### PDN straps and rails, run 1

Scale bar: 20 um. Pins as bars on the die edge.
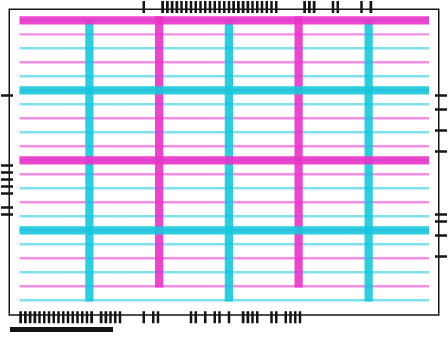
### Cells coloured by class, run 1

Scale bar: 20 um.
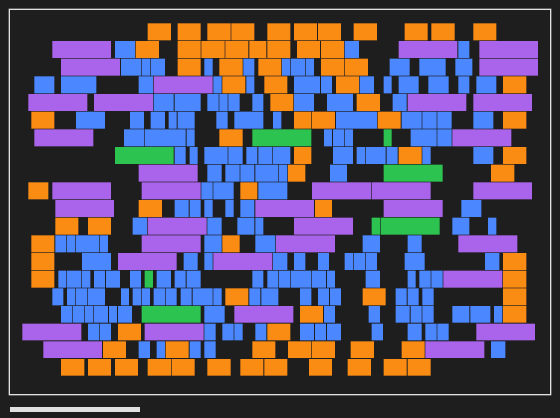
### Routed clock nets over the placement, run 1

Scale bar: 20 um.
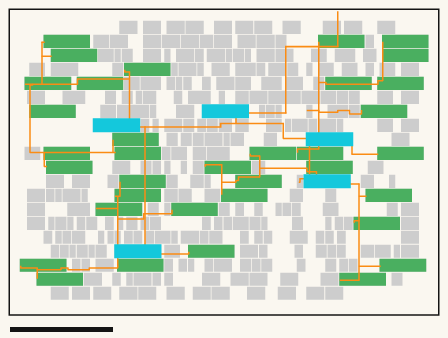
## src/rtl/fetch_sequencer.sv

```systemverilog
// Front-end fetch controller driving the i-cache read port.
// Sequences the PC, holds on stall, redirects with one bubble, halts on HALT.
module fetch_sequencer #(
  parameter logic [15:0] RESET_PC   = 16'h0000,
  parameter logic [15:0] HALT_INSTR = 16'hFFFF
) (
  input  logic        clk,
  input  logic        rst,
  input  logic        stall,
  input  logic        redirect_valid,
  input  logic [15:0] redirect_pc,
  input  logic        resume,
  input  logic [15:0] icache_rd_out,
  input  logic [15:0] icache_pc_out,
  output logic [15:0] icache_rd_dest,
  output logic        icache_rd_en,
  output logic        icache_nop,
  output logic        instr_valid,
  output logic        halted,
  output logic [15:0] fetch_count
);

  typedef enum logic [1:0] {
    IDLE,
    FETCH,
    HALT
  } state_t;

  state_t      state;
  logic [15:0] fetch_pc;
  logic        valid_q;
  logic        halt_hit;

  // icache_pc_out is informational only; decode consumes it directly
  logic        unused_pc;
  assign unused_pc = ^icache_pc_out;

  assign halt_hit       = valid_q && (icache_rd_out == HALT_INSTR);
  assign icache_rd_dest = fetch_pc;
  assign instr_valid    = valid_q;
  assign halted         = (state == HALT);

  always_comb begin
    icache_rd_en = 1'b0;
    icache_nop   = 1'b1;
    if (!rst) begin
      case (state)
        FETCH: begin
          priority case (1'b1)
            redirect_valid: icache_nop = 1'b1;
            stall:          icache_nop = 1'b0;
            halt_hit:       icache_nop = 1'b1;
            default: begin
              icache_rd_en = 1'b1;
              icache_nop   = 1'b0;
            end
          endcase
        end
        HALT:    icache_nop = 1'b0;
        default: icache_nop = 1'b1;
      endcase
    end
  end

  always_ff @(posedge clk or posedge rst) begin
    if (rst) begin
      state       <= IDLE;
      fetch_pc    <= RESET_PC;
      valid_q     <= 1'b0;
      fetch_count <= 16'h0000;
    end else begin
      case (state)
        IDLE: state <= FETCH;
        FETCH: begin
          if (redirect_valid) begin
            fetch_pc <= redirect_pc;
            valid_q  <= 1'b0;
          end else if (stall) begin
            valid_q  <= valid_q;
          end else if (halt_hit) begin
            valid_q  <= 1'b0;
            state    <= HALT;
          end else begin
            fetch_pc <= fetch_pc + 16'd1;
            valid_q  <= 1'b1;
            if (fetch_count != 16'hFFFF)
              fetch_count <= fetch_count + 16'd1;
          end
        end
        HALT: begin
          if (redirect_valid) begin
            fetch_pc <= redirect_pc;
            state    <= FETCH;
          end else if (resume) begin
            state    <= FETCH;
          end
        end
        default: state <= IDLE;
      endcase
    end
  end

endmodule

```

## config.mk

```make
export PLATFORM = sky130hd
export DESIGN_NAME = fetch_sequencer
export DESIGN_NICKNAME = d
export VERILOG_FILES = /design/src/rtl/fetch_sequencer.sv
export SDC_FILE = /design/constraint.sdc
export NUM_CORES = 1
export LEC_CHECK = 0
export CORE_ASPECT_RATIO = 0.7
export CORE_MARGIN = 1.5
export CORE_UTILIZATION = 46
export CTS_BUF_LIST = sky130_fd_sc_hd__clkbuf_16
export DETAILED_ROUTE_END_ITERATION = 8
export PLACE_DENSITY = 0.84
export SYNTH_ARGS = -nofsm -noshare
export SYNTH_HDL_FRONTEND = slang
export SYNTH_SLANG_ARGS = --single-unit
```

## constraint.sdc

```tcl
create_clock -name clk -period 3.4 [get_ports clk]
set_clock_uncertainty 0.2 [all_clocks]
set_input_delay 0.51 -clock clk [delete_from_list [all_inputs] [get_ports clk]]
set_output_delay 0.51 -clock clk [all_outputs]
set_load 0.02 [all_outputs]
```

==> flow_metrics.py, run 1 <==
# Metrics from the implementation run
metrics = {
    "outcome": {
        "outcome": "finished, final reports clean",
    },
    "synth": {
        "yosys.cell_count.top_type": "dfrtp_1",
        "synthCells": 228,
        "area_leaders": "dfrtp_1 42%, a21oi_1 5.6%, nand2_1 5.1%",
        "synth-seq-cells": 35,
    },
    "run": {
        "tool_warnings": 42,
    },
    "setup_path": {
        "timing.rr.end": "icache_rd_dest[7]",
        "critPathArrivalTime_ns": 2.55,
        "worstSetupStartpointType": "primary input",
    },
    "timing": {
        "setup_ws_ns": 0.142,
        "maxSlewViolCount": 0,
        "hold_viol_final": 0,
        "worst_pin_slew_ns": 0.439,
        "rsz0062_at_grt": "no",
    },
    "die": {
        "die_h_um": 59.1,
    },
    "clock_tree": {
        "cts_tree": "built",
        "cts_post_setup_buffers_inserted": 0,
        "path_clk_slew_ns": 0.05,
    },
    "finish": {
        "comb_area_mm2": 0.00113,
        "syn_to_final_growth_pct": 44.2,
        "comb_share_pct": 37.7,
        "final_util_pct": 69.0,
    },
    "placement": {
        "hpwl_mm": 3.97,
        "io_buffers": 72,
    },
    "power_and_ir_drop": {
        "comb_power_mw": 0.429,
        "sw_frac_of_total_pct": 31.4,
    },
    "global_routing": {
        "overflow": 0,
        "grt_pass1_wl_mm": 8.70,
        "grt_pass1_vias": 1864,
    },
    "min_path": {
        "holdPathEnd": "fetch_count[10]",
        "hp-class": "reg -> reg",
    },
}
Back to the opening pictures, 'PDN straps and rails':
net	colour
VSS	cyan
VDD	magenta
rows	20
signal pins	89
met5 straps	4
met4 straps	5

Back to the opening pictures, 'Cells coloured by class':
class	colour	cells
sequential cells	purple	35
combinational and other logic	blue	182
clock drivers and dummy loads	green	8
remaining buffers and delay cells	orange	79

Back to the opening pictures, 'Routed clock nets over the placement':
[clock drivers] cyan | count: 5
[clock wires] orange | length: 436 um
[flip-flops] green | count: 35
routed clock nets	6
flops lie	widely spread
Clock group: 0.418 mW
Clk pwr share: 29.7%
clk ins delay skew pair: 0.27 ns

## run 1: cells in the final DEF (no fill, tap or decap), types with 3 or more instances in the layout
cell type,n
nor3_1,6
o22ai_1,6
a21o_1,3
dfrtp_1,35
nand2b_1,3
nor2_1,9
buf_4,7
o21ai_0,14
clkbuf_16,5
nand3_1,14
xnor2_1,11
clkdlybuf4s50_1,71
inv_1,3
and3_1,5
nand4_1,13
a21oi_1,23
nand2_1,28
xor2_1,3
## run 1: timing repair
| item | CTS | global route |
|---|---|---|
| gates resized | 1 | 0 |
| endpoints found under the setup margin | 1 | 0 |
| endpoints found under the hold margin | 0 | 0 |
## run 1: metrics by stage
step	hold WS, ns	instance area [um2]
3_3_place_gp	0.285	2850
6_report	0.307	2990
4_1_cts	0.308	2990
5_1_grt	0.327	2990
2_1_floorplan	0.295	2070
3_5_place_dp	0.299	2850
## run 1: kinds of logic (layout without fill, tap and decap cells)
logic type	Yosys count	after routing	share of synthesized area (%)
AND/OR/NAND/NOR	97	97	26.3
AND-OR/OR-AND	64	64	19.2
flip-flops	35	35	42.3
XOR/XNOR	14	14	5.92
buffers and inverters	13	89	3.32
multiplexers	3	3	1.75
adder cells (fa/ha/maj)	2	2	1.21
## run 1: routing by layer
layer	part of all wire (%)	up-vias	track usage, %	wire length [um]
met5	0	-	0	0
met4	0.64	0	6.43	34
met3	5.4	4	5.01	286
met2	46	59	35.0	2470
met1	48	950	31.2	2530
li1	-	996	-	-
## run 1: registers in the layout, indices dropped and copies added, names as in the netlist
name,cells
fetch_count,16
icache_rd_dest,16
instr_valid,1
state,2
## run 1: critical path, cell delays in order
cell and delay, ns:
clkdlybuf4s50_1 0.48, nand4_1 0.10, or4_4 0.56, nor3_1 0.21
nor4b_1 0.08, o21ai_0 0.24, dlygate4sd2_1 0.37
### Metal layers overlaid, run 1

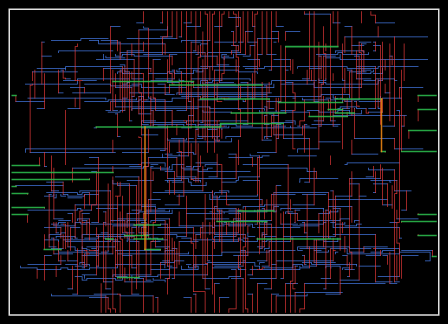

## Run 2: what changed since run 1
--- a/config.mk
+++ b/config.mk
@@ -6,11 +6,11 @@
 export NUM_CORES = 1
 export LEC_CHECK = 0
 export CORE_ASPECT_RATIO = 0.7
-export CORE_MARGIN = 1.5
-export CORE_UTILIZATION = 46
+export CORE_MARGIN = 3
+export CORE_UTILIZATION = 40
 export CTS_BUF_LIST = sky130_fd_sc_hd__clkbuf_16
 export DETAILED_ROUTE_END_ITERATION = 8
-export PLACE_DENSITY = 0.84
+export PLACE_DENSITY = 0.74
 export SYNTH_ARGS = -nofsm -noshare
 export SYNTH_HDL_FRONTEND = slang
 export SYNTH_SLANG_ARGS = --single-unit
### Metal layers overlaid, run 2

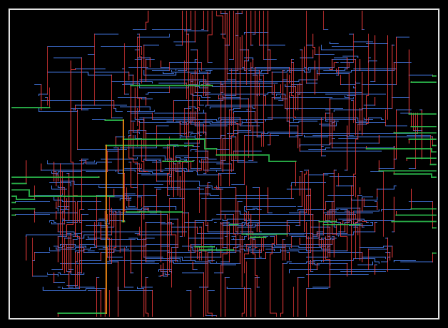
layer	colour	wire length
metal 4	orange	57.8 um
metal 1	blue	2680 um
metal 2	red	2590 um
metal 3	green	314 um

==> run 2 against run 1 <==
  * Synthesized cell count unchanged
  * Final cell count up 4.5%
  * Sequential cell count unchanged
  * Via count down 0.20%
  * Wire length up 6.0%
  * Clock-buffer cell count unchanged
  * Die area up 24%
  * Non-clock buffer count up 2
  * Critical path depth unchanged
  * Design area up 1.3%
  * Critical path type unchanged
  * Critical endpoint is now icache_rd_en
==> flow_metrics.py, run 2 <==
# Metrics from the implementation run
metrics = {
    "synth": {
        "synthCells": 228,
        "yosys.cell_count.top_type": "dfrtp_1",
        "area_leaders": "dfrtp_1 42%, a21oi_1 5.6%, nand2_1 5.1%",
        "synth-seq-cells": 35,
    },
    "run": {
        "tool_warnings": 42,
    },
    "die": {
        "die_h_um": 66.2,
    },
    "setup_path": {
        "worstSetupStartpointType": "primary input",
        "critPathArrivalTime_ns": 2.61,
        "slowest_delay_ns": 0.58,
        "timing.rr.end": "icache_rd_dest[7]",
        "cp_slowest_cell": "or4_4",
    },
    "clock_tree": {
        "path_clk_slew_ns": 0.05,
    },
    "timing": {
        "maxSlewViolCount": 0,
        "worst_pin_slew_ns": 0.464,
        "hold_viol_final": 0,
    },
    "outcome": {
        "outcome": "finished, final reports clean",
    },
    "routing": {
        "wl_met2_mm": 2.59,
        "wl_met1_mm": 2.68,
        "highest_layer": "met4",
    },
    "global_routing": {
        "grt_pass1_vias": 1969,
        "overflow": 0,
    },
    "finish": {
        "layout_top_cells": "71 x clkdlybuf4s50_1, 35 x dfrtp_1, 28 x nand2_1",
        "lay_top_count": "clkdlybuf4s50_1",
        "comb_area_mm2": 0.00113,
    },
    "placement": {
        "io_buffers": 72,
        "hpwl_mm": 4.36,
    },
}
## run 2: worst min-delay path by stage
stage,start,end,slack (ns)
after floorplan,state[0],state[0],0.30
after global placement,fetch_count[6],fetch_count[6],0.29
after detailed placement,fetch_count[15],fetch_count[15],0.30
after global routing,fetch_count[10],fetch_count[10],0.33
after CTS,fetch_count[15],fetch_count[15],0.31
final,fetch_count[15],fetch_count[15],0.30
## run 2: cell families after synthesis
kind of cell / synth area share [%]
simple gates: 26.3
compound gates: 19.2
flops: 42.3
xor+xnor: 5.92
buf+inv: 3.32
mux: 1.75
fa+ha+maj: 1.21
## run 2: stage by stage
stage | instances | setup WS, ns | hold WS [ns] | TNS [ns] | instance area, um2
floorplan | 228 | 0.706 | 0.295 | 0 | 2070
global placement | 367 | -0.225 | 0.286 | -0.225 | 2880
detailed placement | 367 | -0.201 | 0.296 | -0.201 | 2880
CTS | 375 | 0.0685 | 0.306 | 0 | 3020
global route | 375 | -0.00331 | 0.335 | -0.00331 | 3020
finish | 375 | 0.0775 | 0.301 | 0 | 3020
## run 2: routing by layer
metal / vias up / GRT usage, %
met1: 944 / 27.6
met4: 0 / 6.48
met2: 57 / 30.5
li1: 999 / -
met3: 5 / 4.89
met5: - / 0
## run 2: final cells by class
class	count	share of cell area [%]
Clock inverter	3	0.372
Multi-Input combinational cell	180	37.4
Sequential cell	35	29.0
Clock buffer	5	4.14
Timing Repair Buffer	81	26.0
Inverter	2	0.248
Tap cell	69	2.85
## run 2: timing repair
action,CTS,global route
hold endpoints to repair,0,0
setup endpoints to repair,1,1
buffers inserted,0,0
gates resized,1,1
cloned,0,0
## run 2: power breakdown
group / internal (mW) / switching [mW]
sequential: 0.478 / 0.0776
combinational: 0.224 / 0.208
clock: 0.263 / 0.152
total: 0.965 / 0.438
### Routed clock nets over the placement, run 2

Scale bar: 20 um.
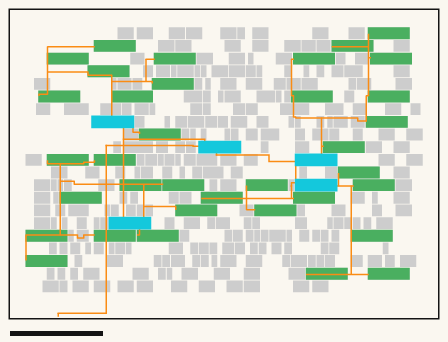

## Run 3: what changed since run 2
--- a/config.mk
+++ b/config.mk
@@ -5,12 +5,15 @@
 export SDC_FILE = /design/constraint.sdc
 export NUM_CORES = 1
 export LEC_CHECK = 0
+export CAP_MARGIN = 40
 export CORE_ASPECT_RATIO = 0.7
 export CORE_MARGIN = 3
 export CORE_UTILIZATION = 40
 export CTS_BUF_LIST = sky130_fd_sc_hd__clkbuf_16
 export DETAILED_ROUTE_END_ITERATION = 8
+export MAX_ROUTING_LAYER = met4
 export PLACE_DENSITY = 0.74
+export SLEW_MARGIN = 20
 export SYNTH_ARGS = -nofsm -noshare
 export SYNTH_HDL_FRONTEND = slang
 export SYNTH_SLANG_ARGS = --single-unit
### Routed clock nets over the placement, run 3

Scale bar: 20 um.
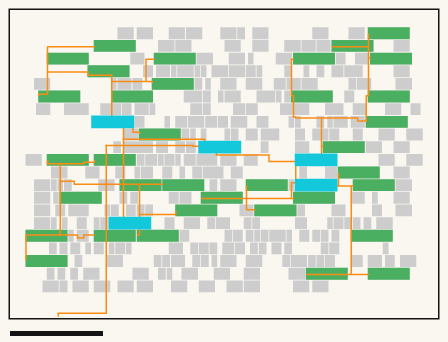
[clock wires] orange | length: 451 um
[flip-flops] green | count: 35
[clock drivers] cyan | count: 5
routed clock nets	6

==> run 3 against run 2 <==
  * Global-route usage increased by 0.55 points
  * Critical endpoint unchanged
  * Wire length decreased by 0.25%
  * Core utilization unchanged
  * Synthesized area unchanged
  * Fmax about the same
  * Sequential power about the same
  * Clock power about the same
  * Synthesized cell count unchanged
==> flow_metrics.py, run 3 <==
# Metrics from the implementation run
metrics = {
    "power_and_ir_drop": {
        "combPwrFrac_pct": 30.8,
        "clkPwrFrac_pct": 29.6,
        "power_frac_seq_pct": 39.5,
        "sw_frac_of_total_pct": 31.2,
        "intPower_mw": 0.965,
        "p_sw_mw": 0.439,
    },
    "finish": {
        "final_cells": 375,
        "fin_area_mm2": 0.00302,
        "layout_top_cells": "71 x clkdlybuf4s50_1, 35 x dfrtp_1, 28 x nand2_1",
        "lay_top_count": "clkdlybuf4s50_1",
    },
    "setup_path": {
        "slowest_delay_ns": 0.58,
        "worstSetupStartpointType": "primary input",
    },
    "clock_tree": {
        "cts_post_setup_buffers_inserted": 0,
        "cts_resized": 1,
        "path_clk_slew_ns": 0.05,
    },
    "outcome": {
        "outcome": "finished, final reports clean",
    },
    "timing": {
        "fin_tns_setup_ns": 0,
        "maxSlewViolCount": 0,
        "whs_ns": 0.301,
        "setup_ws_ns": 0.0773,
        "slew_headroom_pct": 69.0,
        "hold_viol_final": 0,
    },
    "synth": {
        "adder_share_pct": 1.21,
        "synth-seq-cells": 35,
        "synthCells": 228,
        "ys_top_logic_family": "simple AND/OR/NAND/NOR gates",
        "synthAoiAreaFrac_pct": 19.2,
        "simple_gate_share_pct": 26.3,
        "yosys.cell_count.top_type": "dfrtp_1",
        "synthXorXnorAreaFrac_pct": 5.92,
    },
    "global_routing": {
        "grt_pass1_vias": 1968,
        "overflow": 0,
    },
    "placement": {
        "pre_cts_ws_ns": -0.201,
        "placed_area_mm2": 0.00288,
        "dp_cells": 367,
        "io_buffers": 72,
    },
    "die": {
        "die_h_um": 66.2,
    },
}
## run 3: cell counts in the layout (fill, tap and decap cells not counted)
Identical to the previous run, type by type.
## run 3: cell type report
class                   instances  area (um2)  area share, %
multi-input cells             180        1130           37.4
flip-flops and latches         35         876           29.0
repair buffers                 81         787           26.0
clock buffers                   5         125           4.14
well taps                      69        86.3           2.85
clock inverters                 3        11.3          0.372
inverters                       2        7.51          0.248
## run 3: logic make-up (layout without fill, tap and decap cells)
family                   Yosys count  count (layout)
AND/OR/NAND/NOR                   97              97
AND-OR/OR-AND                     64              64
flip-flops                        35              35
XOR/XNOR                          14              14
buffers and inverters             13              91
multiplexers                       3               3
adder cells (fa/ha/maj)            2               2
## run 3: worst reg2reg max path, stage by stage (launching register included)
cell     delay, ns
dfrtp_1       0.43
nor2b_1       0.39
a22oi_1       0.15
a31oi_2       0.17
buf_4         0.32
o21ai_0       0.14
a22o_1        0.24
## run 3: power groups by stage
stage,clock network [mW],registers [mW],logic (mW)
6_report,0.416,0.555,0.433
5_1_grt,0.457,0.569,0.468
4_1_cts,0.431,0.555,0.438
3_5_place_dp,0,0.562,0.435
3_3_place_gp,0,0.558,0.429
2_1_floorplan,0,0.622,0.158
## run 3: worst paths after layout
check,from,to,slack (ns),depth (start not counted)
min in group asynchronous,rst,state[0],0.54,3
max reg2reg,state[0],icache_rd_dest[7],1.25,6
min reg2reg,fetch_count[15],fetch_count[15],0.30,1
min,fetch_count[15],fetch_count[15],0.30,1
max,icache_rd_out[12],icache_rd_en,0.08,7
max in group asynchronous,rst,fetch_count[3],2.15,3
## run 3: layer usage
metal / part of all wire (%) / track usage, %
met1: 48 / 27.8
met4: 1.0 / 6.48
met3: 5.4 / 4.55
met2: 45 / 30.5
met5: 0 / -
Power figures rest on the tool's default switching activity, not on a simulated workload.
